### config.mk
export PLATFORM = sky130hd
export DESIGN_NAME = traffic_sensor_aggregator
export DESIGN_NICKNAME = d
export VERILOG_FILES = /design/src/rtl/traffic_sensor_aggregator.sv
export SDC_FILE = /design/constraint.sdc
export NUM_CORES = 1
export LEC_CHECK = 0
export CAP_MARGIN = 20
export CORE_UTILIZATION = 55
export CTS_CLUSTER_DIAMETER = 30
export DETAILED_ROUTE_END_ITERATION = 8
export PLACE_DENSITY = 0.91
export SLEW_MARGIN = 20
export SYNTH_ARGS = -nofsm -noshare
export SYNTH_HDL_FRONTEND = slang
export SYNTH_SLANG_ARGS = --single-unit
### constraint.sdc
create_clock -name clk -period 6.1 [get_ports clk]
set_clock_uncertainty 0.2 [all_clocks]
set_input_delay 1.22 -clock clk [delete_from_list [all_inputs] [get_ports clk]]
set_output_delay 1.22 -clock clk [all_outputs]
set_load 0.005 [all_outputs]
### src/rtl/traffic_sensor_aggregator.sv
// Four-approach vehicle queue counter with windowed congestion levels and an
// optional emergency-priority arbiter (compiled in when EMERG_ARB_EN is defined).
module traffic_sensor_aggregator #(
  parameter int ONE_SECOND         = 50,
  parameter int WINDOW_SECONDS     = 10,
  parameter int EMERG_HOLD_SECONDS = 5,
  parameter int LVL_TH1            = 16,
  parameter int LVL_TH2            = 32,
  parameter int LVL_TH3            = 64
) (
  input  logic       clk,
  input  logic       reset,
  input  logic [3:0] arrive,
  input  logic [3:0] depart,
  input  logic [3:0] emerg_req,
  output logic [7:0] north_queue,
  output logic [7:0] south_queue,
  output logic [7:0] east_queue,
  output logic [7:0] west_queue,
  output logic [1:0] north_ml_level,
  output logic [1:0] south_ml_level,
  output logic [1:0] east_ml_level,
  output logic [1:0] west_ml_level,
  output logic       ml_prediction_valid,
  output logic       emergency_override,
  output logic [1:0] emergency_direction
);

  localparam int WIN_CYC = WINDOW_SECONDS * ONE_SECOND;
  localparam int WIN_W   = (WIN_CYC > 1) ? $clog2(WIN_CYC) : 1;

  logic [WIN_W-1:0] win_q;
  logic [WIN_W-1:0] win_d;
  logic             win_wrap;
  logic             valid_q;
  logic [31:0]      queue_all;
  logic [7:0]       level_all;

  assign win_wrap = (win_q == WIN_W'(WIN_CYC - 1));
  assign win_d    = win_wrap ? '0 : win_q + 1'b1;

  always_ff @(posedge clk or posedge reset) begin
    if (reset) begin
      win_q   <= '0;
      valid_q <= 1'b0;
    end else begin
      win_q   <= win_d;
      valid_q <= win_wrap;
    end
  end

  generate
    for (genvar gi = 0; gi < 4; gi++) begin : g_dir
      logic [7:0] queue_q;
      logic [7:0] queue_d;
      logic [1:0] level_q;
      logic [1:0] level_d;

      // Simultaneous arrive/depart cancels; both ends saturate.
      always_comb begin
        queue_d = queue_q;
        if (arrive[gi] && !depart[gi] && (queue_q != 8'hFF)) begin
          queue_d = queue_q + 8'd1;
        end else if (!arrive[gi] && depart[gi] && (queue_q != 8'h00)) begin
          queue_d = queue_q - 8'd1;
        end
      end

      always_comb begin
        if (int'(queue_q) < LVL_TH1) begin
          level_d = 2'd0;
        end else if (int'(queue_q) < LVL_TH2) begin
          level_d = 2'd1;
        end else if (int'(queue_q) < LVL_TH3) begin
          level_d = 2'd2;
        end else begin
          level_d = 2'd3;
        end
      end

      always_ff @(posedge clk or posedge reset) begin
        if (reset) begin
          queue_q <= 8'd0;
          level_q <= 2'd0;
        end else begin
          queue_q <= queue_d;
          if (win_wrap) begin
            level_q <= level_d;
          end
        end
      end

      assign queue_all[gi*8 +: 8] = queue_q;
      assign level_all[gi*2 +: 2] = level_q;
    end
  endgenerate

  assign north_queue         = queue_all[7:0];
  assign south_queue         = queue_all[15:8];
  assign east_queue          = queue_all[23:16];
  assign west_queue          = queue_all[31:24];
  assign north_ml_level      = level_all[1:0];
  assign south_ml_level      = level_all[3:2];
  assign east_ml_level       = level_all[5:4];
  assign west_ml_level       = level_all[7:6];
  assign ml_prediction_valid = valid_q;

`ifdef EMERG_ARB_EN
  localparam int HOLD_CYC = EMERG_HOLD_SECONDS * ONE_SECOND;
  localparam int HOLD_W   = (HOLD_CYC > 1) ? $clog2(HOLD_CYC) : 1;

  typedef enum logic [1:0] {
    ST_IDLE   = 2'd0,
    ST_ACTIVE = 2'd1,
    ST_HOLD   = 2'd2
  } emerg_state_e;

  emerg_state_e      state_q;
  emerg_state_e      state_d;
  logic [1:0]        dir_q;
  logic [1:0]        dir_d;
  logic [HOLD_W-1:0] hold_q;
  logic [HOLD_W-1:0] hold_d;
  logic [1:0]        grant;

  // Lowest-index request wins.
  always_comb begin
    grant = 2'd0;
    for (int i = 3; i >= 0; i--) begin
      if (emerg_req[i]) begin
        grant = 2'(i);
      end
    end
  end

  always_ff @(posedge clk or posedge reset) begin
    if (reset) begin
      state_q <= ST_IDLE;
      dir_q   <= 2'd0;
      hold_q  <= '0;
    end else begin
      state_q <= state_d;
      dir_q   <= dir_d;
      hold_q  <= hold_d;
    end
  end

  always_comb begin
    state_d = state_q;
    dir_d   = dir_q;
    hold_d  = hold_q;
    case (state_q)
      ST_IDLE: begin
        if (|emerg_req) begin
          state_d = ST_ACTIVE;
          dir_d   = grant;
        end
      end
      ST_ACTIVE: begin
        if (!emerg_req[dir_q]) begin
          state_d = ST_HOLD;
          hold_d  = '0;
        end
      end
      ST_HOLD: begin
        if (emerg_req[dir_q]) begin
          state_d = ST_ACTIVE;
        end else if (hold_q == HOLD_W'(HOLD_CYC - 1)) begin
          state_d = ST_IDLE;
          hold_d  = '0;
        end else begin
          hold_d = hold_q + 1'b1;
        end
      end
      default: begin
        state_d = ST_IDLE;
        hold_d  = '0;
      end
    endcase
  end

  assign emergency_override  = (state_q != ST_IDLE);
  assign emergency_direction = dir_q;
`else
  logic unused_emerg;
  assign unused_emerg        = ^emerg_req;
  assign emergency_override  = 1'b0;
  assign emergency_direction = 2'd0;
`endif

endmodule

==> results.txt <==
The full implementation flow was run.

The area fraction of the largest cell type after synthesis is 39.1%. The final critical-path required period stands at 3.63 ns. The synthesized netlist contains 44 unique library cells. Hold repair after CTS inserted 0 buffers. The max-capacitance violation count stands at 0. Global route summary, busiest routing layer listed as met2. The number of placed I/O pins stands at 58. The met3 routing resource usage after global routing stands at 5.12%. After global routing the overflow that remains totals 0. The peak supply drop stands at 0.000284 V.

The number of clock buffer instances in the layout stands at 5. The tightest hold margin stands at 0.286 ns. In the detailed route, the total length drawn on met3 is 312 um. The script parses the final routing iteration and logs DRC violations as 0.

The area fraction in and, or, nand and nor cells after synthesis stands at 13.6%. Hold analysis shows the worst path with a depth of 1. The main area contributors are sky130_fd_sc_hd__dfrtp_1 39%, sky130_fd_sc_hd__ha_1 11%, sky130_fd_sc_hd__a21oi_1 5.0%. The flow ran to the end, and the final reports show no timing, DRC or antenna violations. The share of total power in sequential cells stands at 33.4%. In the layout the commonest cells are 50 x sky130_fd_sc_hd__dfrtp_1, 50 x sky130_fd_sc_hd__clkdlybuf4s50_1, 32 x sky130_fd_sc_hd__a21oi_1, 30 x sky130_fd_sc_hd__nor2_1, 27 x sky130_fd_sc_hd__ha_1. For reference, the critical path is launched at depart[2]. For this configuration, the core starts out at a cell density of 57.4%. STA classifies the critical path endpoint as a register. The residual antenna-violating net count after detailed routing stands at 0. The first routing iteration left 75 violations. The number of antenna violations at the first check in global routing stands at 0. The most critical min-delay path falls under reg -> reg. Yosys printed 0 warnings. Of the total power, the clock network draws 12.2%. For this run, the script counts the antenna cells in the layout as 0. The via-per-instance ratio stands at 5.78.
### Placement view

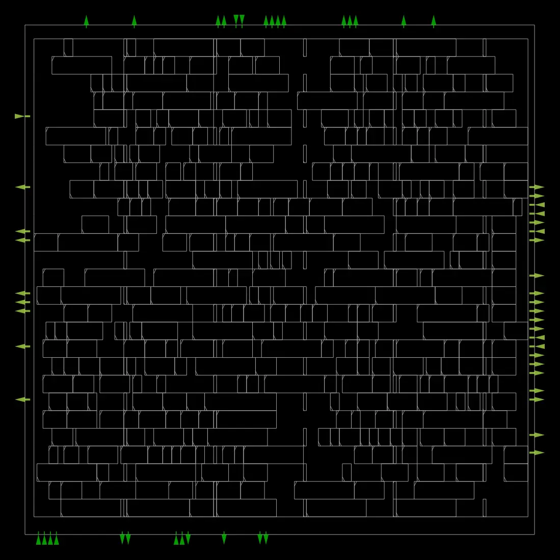
core box area: 5570 sq um
fraction of area in registers: 32.2%
count of placed standard cells in the final layout, fillers left out: 444

### Ports around the boundary

Drawn at 6 px/um. Pins as bars across the die edge, other pins in gray.
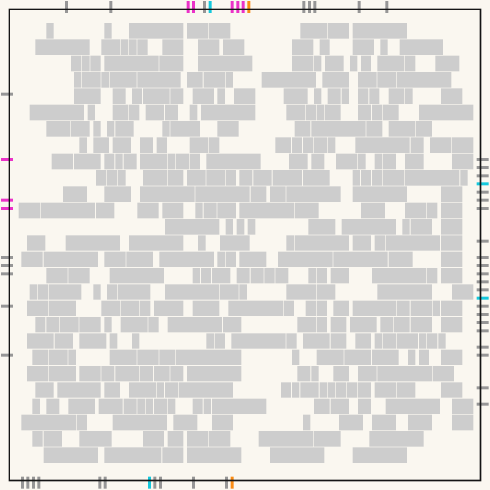
port	color	pins	direction	edge
west_queue	magenta	8	output	5 north, 3 west
west_ml_level	orange	2	output	1 south, 1 north
depart	cyan	4	input	2 east, 1 south, 1 north

### Logic cells by family

Drawn at 6 px/um.
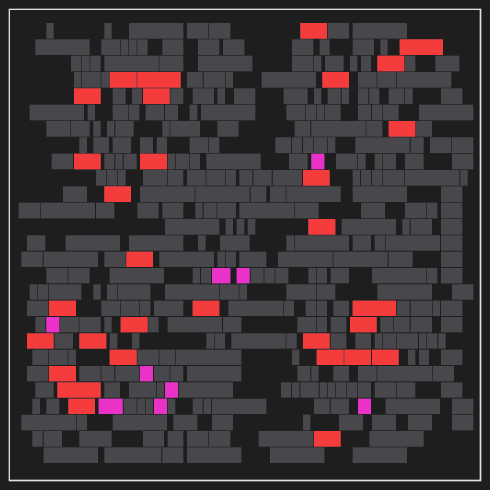
family	color	cells
and/or cells	magenta	9
fa/ha/maj cells	red	31

No activity file was given, so power comes from the tool's default toggle rates.
